==> src/rtl/rdc_prec_pipe_pkg.sv <==
// Shared perceptron datapath types: number formats, rounding modes and
// helpers that give the representable range of a format.
package rdc_prec_pipe_pkg;

   typedef enum logic {FXP, INT} dtype_t;

   typedef enum logic {Disable, Enable} sign_t;

   // A word format: data type, signedness, total bits and fraction bits.
   typedef struct packed {
      dtype_t     dtype;
      sign_t      sign;
      logic [7:0] prec;
      logic [7:0] frac;
   } dconf_t;

   typedef enum logic [1:0] {
      RND_TRUNC   = 2'd0,
      RND_HALF_UP = 2'd1,
      RND_EVEN    = 2'd2
   } rmode_t;

   // Accumulator and activation formats used by the reducer by default.
   localparam dconf_t DCONF_ACC = '{dtype: FXP, sign: Enable, prec: 8'd16, frac: 8'd4};
   localparam dconf_t DCONF_ACT = '{dtype: FXP, sign: Enable, prec: 8'd8,  frac: 8'd3};

   // Largest raw integer representable in format c.
   function automatic longint dconf_max(input dconf_t c);
      if (c.sign == Enable)
         return (longint'(1) << (int'(c.prec) - 1)) - longint'(1);
      else
         return (longint'(1) << int'(c.prec)) - longint'(1);
   endfunction

   // Smallest raw integer representable in format c.
   function automatic longint dconf_min(input dconf_t c);
      if (c.sign == Enable)
         return -(longint'(1) << (int'(c.prec) - 1));
      else
         return longint'(0);
   endfunction

endpackage

==> src/rtl/rdc_prec_lane.sv <==
// One lane of the precision reducer: aligns the binary point to the output
// format and applies the selected rounding. The result is one bit wider than
// the input so a rounding carry is never lost; saturation happens downstream.
module rdc_prec_lane
   import rdc_prec_pipe_pkg::*;
#(
   parameter dconf_t I_CONF = DCONF_ACC,
   parameter dconf_t O_CONF = DCONF_ACT
) (
   input  logic [I_CONF.prec-1:0] i_data,
   input  logic [1:0]             i_rmode,
   output logic [I_CONF.prec:0]   o_inter,
   output logic                   o_rounded
);

   localparam int I_PREC = int'(I_CONF.prec);
   localparam int D      = int'(I_CONF.frac) - int'(O_CONF.frac);
   localparam bit SGN    = (I_CONF.sign == Enable);

   // Input widened by one bit: sign-extended for signed formats, zero otherwise.
   logic [I_PREC:0] w_ext;
   assign w_ext = {SGN & i_data[I_PREC-1], i_data};

   generate
      if (D > 0) begin : g_shr
         logic [I_PREC:0] w_kept;
         logic [D-1:0]    w_disc;
         logic            w_half;
         logic            w_rest;
         logic            w_inc;

         // Floor division by 2^D: the top bit of w_ext already carries the sign.
         assign w_kept = {{D{w_ext[I_PREC]}}, w_ext[I_PREC:D]};
         assign w_disc = w_ext[D-1:0];
         assign w_half = w_disc[D-1];

         if (D > 1) begin : g_rest
            assign w_rest = |w_disc[D-2:0];
         end else begin : g_norest
            assign w_rest = 1'b0;
         end

         // Round-up decision; the unused encoding falls back to truncation.
         // NOTE: every always_comb output gets a default first so no path
         // leaves it unassigned and no latch is inferred.
         always_comb begin
            w_inc = 1'b0;
            case (i_rmode)
               RND_HALF_UP: w_inc = w_half;
               RND_EVEN:    w_inc = w_half & (w_rest | w_kept[0]);
               default:     w_inc = 1'b0;
            endcase
         end

         assign o_inter   = w_kept + {{I_PREC{1'b0}}, w_inc};
         assign o_rounded = |w_disc;
      end else begin : g_shl
         // Output has at least as many fraction bits: exact, never rounded.
         assign o_inter   = w_ext << (-D);
         assign o_rounded = 1'b0;
      end
   endgenerate

endmodule

==> src/rtl/rdc_prec_pipe.sv <==
// Two-stage, fully stallable multi-lane precision reducer. S1 holds the
// rounded intermediate per lane, S2 holds the saturated result and flags.
// Sticky-saturating counters track output beats that overflowed/underflowed.
module rdc_prec_pipe
   import rdc_prec_pipe_pkg::*;
#(
   parameter dconf_t I_CONF = DCONF_ACC,
   parameter dconf_t O_CONF = DCONF_ACT,
   parameter int     LANES  = 4,
   parameter int     CNT_W  = 16
) (
   input  logic                          clk,
   input  logic                          reset_,
   input  logic [1:0]                    rmode,
   input  logic                          in_valid,
   output logic                          in_ready,
   input  logic [LANES*I_CONF.prec-1:0]  in,
   output logic                          out_valid,
   input  logic                          out_ready,
   output logic [LANES*O_CONF.prec-1:0]  out,
   output logic [LANES-1:0]              udf,
   output logic [LANES-1:0]              ovf,
   output logic [LANES-1:0]              rounded,
   input  logic                          clr_cnt,
   output logic [CNT_W-1:0]              ovf_cnt,
   output logic [CNT_W-1:0]              udf_cnt
);

   localparam int     I_PREC = int'(I_CONF.prec);
   localparam int     O_PREC = int'(O_CONF.prec);
   localparam bit     SGN    = (I_CONF.sign == Enable);
   localparam longint O_MAX  = dconf_max(O_CONF);
   localparam longint O_MIN  = dconf_min(O_CONF);

   // Lane outputs (combinational from the input bus)
   logic [LANES-1:0][I_PREC:0]   w_inter;
   logic [LANES-1:0]             w_rnd;

   // Stage 1
   logic                         r_s1_valid;
   logic [LANES-1:0][I_PREC:0]   r_s1_val;
   logic [LANES-1:0]             r_s1_rnd;

   // Saturation (combinational from stage 1)
   logic [LANES-1:0][O_PREC-1:0] w_sat;
   logic [LANES-1:0]             w_ovf;
   logic [LANES-1:0]             w_udf;

   // Stage 2
   logic                         r_s2_valid;
   logic [LANES-1:0][O_PREC-1:0] r_out;
   logic [LANES-1:0]             r_ovf;
   logic [LANES-1:0]             r_udf;
   logic [LANES-1:0]             r_rnd;

   // Handshake and counters
   logic                         w_s1_en;
   logic                         w_s2_en;
   logic                         w_out_hs;
   logic [CNT_W-1:0]             r_ovf_cnt;
   logic [CNT_W-1:0]             r_udf_cnt;

   genvar g;
   generate
      for (g = 0; g < LANES; g++) begin : g_lane
         rdc_prec_lane #(
            .I_CONF (I_CONF),
            .O_CONF (O_CONF)
         ) u_lane (
            .i_data    (in[g*I_PREC +: I_PREC]),
            .i_rmode   (rmode),
            .o_inter   (w_inter[g]),
            .o_rounded (w_rnd[g])
         );
      end
   endgenerate

   // A stage may load when it is empty or the stage after it is draining,
   // so bubbles collapse and the pipe only stops when both stages are full.
   assign w_s2_en  = ~r_s2_valid | out_ready;
   assign w_s1_en  = ~r_s1_valid | w_s2_en;
   assign in_ready = w_s1_en;
   assign w_out_hs = r_s2_valid & out_ready;

   // Stage 1: capture the rounded intermediate of an accepted beat.
   // NOTE: state registers use non-blocking assignments so every flop
   // samples the pre-edge value of every other flop.
   always_ff @(posedge clk or negedge reset_) begin
      if (!reset_) begin
         r_s1_valid <= 1'b0;
         r_s1_val   <= '0;
         r_s1_rnd   <= '0;
      end else if (w_s1_en) begin
         r_s1_valid <= in_valid;
         if (in_valid) begin
            r_s1_val <= w_inter;
            r_s1_rnd <= w_rnd;
         end
      end
   end

   // Clamp each lane's intermediate to the output range and flag the clamp.
   always_comb begin : sat_comb
      longint w_val;
      w_sat = '0;
      w_ovf = '0;
      w_udf = '0;
      for (int i = 0; i < LANES; i++) begin
         w_val = SGN ? longint'($signed(r_s1_val[i])) : longint'(r_s1_val[i]);
         if (w_val > O_MAX) begin
            w_sat[i] = O_MAX[O_PREC-1:0];
            w_ovf[i] = 1'b1;
         end else if (w_val < O_MIN) begin
            w_sat[i] = O_MIN[O_PREC-1:0];
            w_udf[i] = 1'b1;
         end else begin
            w_sat[i] = w_val[O_PREC-1:0];
         end
      end
   end

   // Stage 2: register the saturated result; holds while downstream stalls.
   // NOTE: data registers are reset along with the valids so out and the
   // flags read 0 after reset rather than stale values.
   always_ff @(posedge clk or negedge reset_) begin
      if (!reset_) begin
         r_s2_valid <= 1'b0;
         r_out      <= '0;
         r_ovf      <= '0;
         r_udf      <= '0;
         r_rnd      <= '0;
      end else if (w_s2_en) begin
         r_s2_valid <= r_s1_valid;
         if (r_s1_valid) begin
            r_out <= w_sat;
            r_ovf <= w_ovf;
            r_udf <= w_udf;
            r_rnd <= r_s1_rnd;
         end
      end
   end

   // Count delivered beats with any overflowing lane; clear beats increment.
   always_ff @(posedge clk or negedge reset_) begin
      if (!reset_) begin
         r_ovf_cnt <= '0;
      end else if (clr_cnt) begin
         r_ovf_cnt <= '0;
      end else if (w_out_hs && (|r_ovf) && !(&r_ovf_cnt)) begin
         r_ovf_cnt <= r_ovf_cnt + CNT_W'(1);
      end
   end

   // Count delivered beats with any underflowing lane; clear beats increment.
   always_ff @(posedge clk or negedge reset_) begin
      if (!reset_) begin
         r_udf_cnt <= '0;
      end else if (clr_cnt) begin
         r_udf_cnt <= '0;
      end else if (w_out_hs && (|r_udf) && !(&r_udf_cnt)) begin
         r_udf_cnt <= r_udf_cnt + CNT_W'(1);
      end
   end

   assign out_valid = r_s2_valid;
   assign out       = r_out;
   assign ovf       = r_ovf;
   assign udf       = r_udf;
   assign rounded   = r_rnd;
   assign ovf_cnt   = r_ovf_cnt;
   assign udf_cnt   = r_udf_cnt;

endmodule
==> config.mk <==
export PLATFORM = sky130hd
export DESIGN_NAME = rdc_prec_pipe
export DESIGN_NICKNAME = d
export VERILOG_FILES = /design/src/rtl/rdc_prec_pipe_pkg.sv /design/src/rtl/rdc_prec_lane.sv /design/src/rtl/rdc_prec_pipe.sv
export SDC_FILE = /design/constraint.sdc
export NUM_CORES = 1
export LEC_CHECK = 0
export CAP_MARGIN = 10
export CORE_MARGIN = 2
export CORE_UTILIZATION = 30
export DETAILED_ROUTE_END_ITERATION = 10
export GPL_TIMING_DRIVEN = 0
export PLACE_DENSITY = 0.49
export SLEW_MARGIN = 10
export SYNTH_ARGS = -nofsm -noshare
export SYNTH_HDL_FRONTEND = slang
export SYNTH_HIERARCHICAL = 1
export SYNTH_SLANG_ARGS = --single-unit
==> constraint.sdc <==
create_clock -name clk -period 4.8 [get_ports clk]
set_input_delay 0.96 -clock clk [delete_from_list [all_inputs] [get_ports clk]]
set_output_delay 0.96 -clock clk [all_outputs]
set_load 0.03 [all_outputs]
Fig. 1: sequential cells grouped by signal name
The bar under the picture is 50 um long. Other sequential cells in the stronger grey, the rest of the logic in the fainter grey.
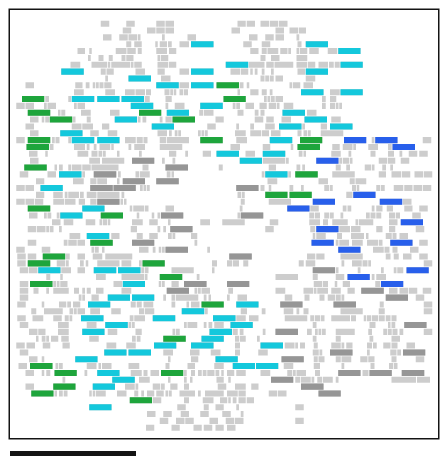
[green] `out` | sequential cells: 32 | where: all over the die
[cyan] `r_s1_val` | sequential cells: 68
[blue] `ovf_cnt` | sequential cells: 16 | where: middle right
not coloured: 34
Seq area share: 34.7%
Layout Utilization: 40.0%
Sequential Power: 1580 uW
FF+latch area: 3750 um2

Fig. 2: routed metal per tile
The bar under the picture is 50 um long. 34 x 34 tiles, from dark blue (low) to red (high), scaled to the fullest tile. Values are wire area over tile area, all layers added.
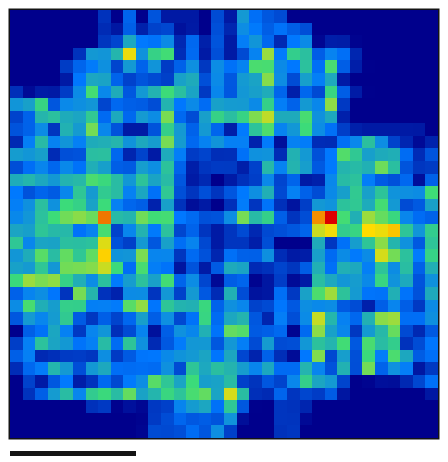
nearly empty tiles: 17%
emptiest ninth of the die: upper right
mean over tiles: 0.12
densest ninth of the die: middle left
tiles over half the peak: 7.0%
fullest tile: 0.51
All-Layer GR Usage: 15.7%
via count: 6398
drt wl/cell: 16.6 um
routed wire length: 21.8 mm

Fig. 3: placement by cell class
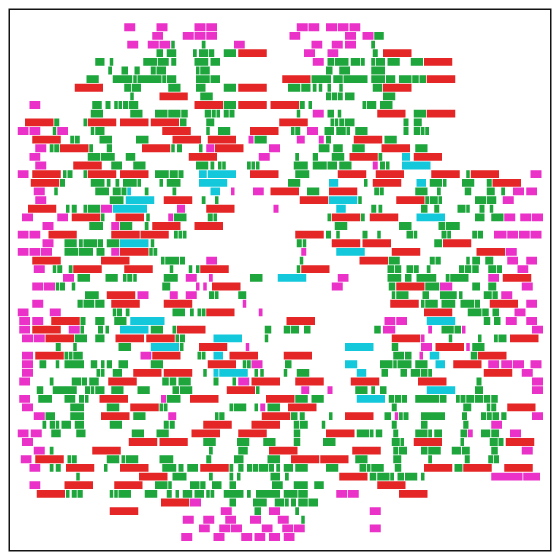
[cyan] clock drivers and dummy loads | cells: 32 | share of their area: 5.7%
[magenta] remaining buffers and delay cells | cells: 183 | share of their area: 16%
[red] sequential cells | cells: 150 | share of their area: 36%
[green] remaining logic cells | cells: 612 | share of their area: 42%
Std-Cell Rows: 60
Core Region: 27000 um2

==> impl_metrics.yaml <==
# yosys + openroad results
cells_and_area:
  fillerInstances: 2674
  mostFrequentLayoutCells: "dfrtp_1, clkdlybuf4s50_1, nand2_1"
  lay_top_count: "dfrtp_1"
  drive_gt1_share_pct: 17.9
  syn_to_final_growth_pct: 30.7
  antennaDiodeCount: 0
  nets: 1057
  layout.area.comb_um2: 4240
synth:
  flop_cell: "dfrtp_1"
  logic_family: "simple AND/OR/NAND/NOR gates"
  ys_cells: 795
  async_flop_share_pct: 100
  yosysMostFrequentCell: "dfrtp_1"
  area_leaders: "dfrtp_1, mux2_2, nand2_1"
  ys.flops: 150
  edf_count: 0
  adder_share_pct: 3.33
  synth.cell_area_um2: 8270
  yosys_area_um2: 8270
  synth.top_cell.area_share_pct: 45.4
  synth-xor-area-share_pct: 5.51
  yosysWarnings: 6
  synthTopCellsByCount: "dfrtp_1, nand2_1, mux2_2"
  syn_avg_cell_area_um2: 10.4
  yosysTopAreaCell: "dfrtp_1"
  ys_sh_aoi_pct: 6.04
  yosysSeqAreaShare_pct: 45.4
  syn_nets: 888
  ys_sh_simple_pct: 23.9
  netlist_instances: 795
  yosysUniqueCellTypes: 49
  synthMuxAreaShare_pct: 12.4
die:
  die-area_um2: 28900
  initCoreUtil_pct: 30.6
  die_x_um: 170
  die_h_um: 170
  io_pins: 149
global_route:
  grt_pass1_wl_mm: 35.5
  grt_max_degree: 94
  grt_overflow: 0
  grt_pass1_vias: 6484
  antenna_found_initial: 0
worst_setup_path:
  path_cells: "clkdlybuf4s50_1, inv_1, ha_1, nor3b_1, ha_1, nand3_2, nor4_4, a41oi_1, buf_4, mux2_2"
  path_delay_family: "buffers and inverters"
  startpoint_type: "primary input"
  cp.required_ns: 5.11
  worst-path-buf-inv: 3
  arrival_ns: 3.89
  cp-end-kind: "flop"
  cpMostUsedCell: "ha_1"
  path_class: "primary input to flop"
  worstPathMaxFanout: 8
  slowest_stage: "clkdlybuf4s50_1"
  cp_slowest_stage_delay_ns: 0.68
clocking:
  root_buffer: "clkbuf_16"
  cts_resized: 0
  htreeDepth: 4
  cts.sinks: 150
  cts_tree: "done"
  path_clk_slew_ns: 0.07
  cts_buffer_depth: 2
  cts_setup_buffers: 0
  numCtsBuffers: 17
  cts_hold_buf: 0
  insertion_delay_ns: 0.43
drt:
  firstDrtPassIters: 6
  detail_route.iter0.violations: 359
  drc: 0
  ant_nets: 0
  vias_per_cell: 4.85
sta:
  period_needed_ns: 3.57
  hold_violations: 0
  slew_viol_final: 0
  fmax_mhz: 280
  finalSetupViolations: 0
  tightest_slew_ns: 1.15
  final.setup_skew_ns: 0.0172
  finalCritPeriodShare_pct: 74.5
  relSlewSlack_pct: 22.8
  rsz0062_at_grt: "false"
job:
  cap_violations: 0
  openroad.warnings: 34
pwr:
  ir_drop_v: 0.000227
  p_total_uw: 3830
  leakage_uw: 0.00435
  power_density_nw_per_um2: 355
placement:
  dp_hpwl_mm: 16.3
  globalplace.congestion: 0.782
  portBuffers: 148
status:
  status: "completed"
min_path:
  hold_class: "primary input to asynchronous set/reset pin"
Fig. 4: routing congestion
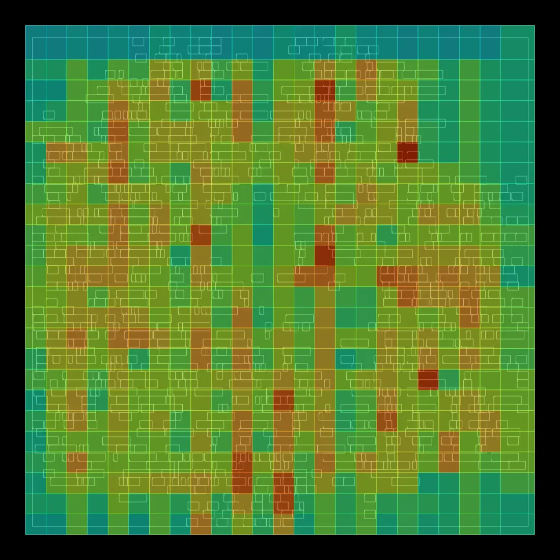
global-route met2 utilization: 24.0%
met3 GRT Util: 4.12%
met1 usage: 22.2%

Fig. 5: routed metal, one colour a layer
The bar under the picture is 50 um long.
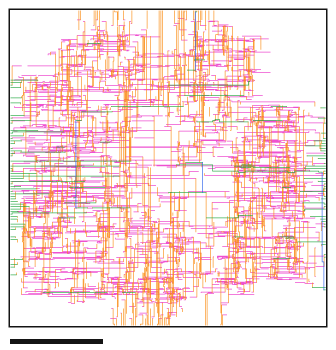
[green] M3 | wire length: 1270 um
[magenta] M1 | wire length: 10700 um
[orange] M2 | wire length: 9700 um
[blue] M4 | wire length: 159 um

[registers in the layout, summed over array words and instances (netlist names)]
register,flops
udf_cnt,16
ovf,4
r_s1_rnd,4
out_valid,1
ovf_cnt,16
rounded,4
r_s1_val,68
out,32
udf,4
r_s1_valid,1
[power breakdown]
part | switching (uW) | total (uW) | internal [uW]
Clock | 579 | 1360 | 780
Combinational | 503 | 891 | 387
Sequential | 136 | 1580 | 1450
[layout make-up]
cell class                 count  share of cell area (%)
sequential                   150                    34.7
tap                          341                    3.95
multi-input combinational    587                    39.2
clock inverter                14                    1.49
clock buffer                  18                    3.97
timing repair buffer         150                    14.1
buffer                        33                    1.74
inverter                      25                   0.868
[through the flow]
stage	setup slack, ns	hold WS [ns]	TNS [ns]	cell area (um2)	instances
after CTS	1.20	0.459	0	10800	1317
after global placement	-3.86	0.447	-576.19	10200	1284
after floorplan	1.99	0.433	0	8270	795
after detailed placement	0.743	0.461	0	10200	1285
after global routing	0.997	0.484	0	10800	1318
final	1.23	0.456	0	10800	1318
[final timing paths]
path,end,depth (start not counted),slack (ns),start
setup / recovery,r_s1_val[16],10,1.23,rmode[0]
hold / removal,udf_cnt[14],1,0.46,reset_
setup reg to reg,udf_cnt[0],6,2.85,udf_cnt[0]
hold reg to reg,rounded[2],2,0.48,r_s1_rnd[2]
max in group asynchronous,out[8],2,3.52,reset_
min in group clk,rounded[2],2,0.48,r_s1_rnd[2]
[layer usage]
layer  track usage [%]  vias up  wire length (um)
li1                  -     3148                 -
met5                 0        -                 0
met1              22.2     3072             10700
met2              24.0      168              9700
met3              4.12       10              1270
met4              3.86        0               158
Power is estimated from default activity; no workload was simulated.
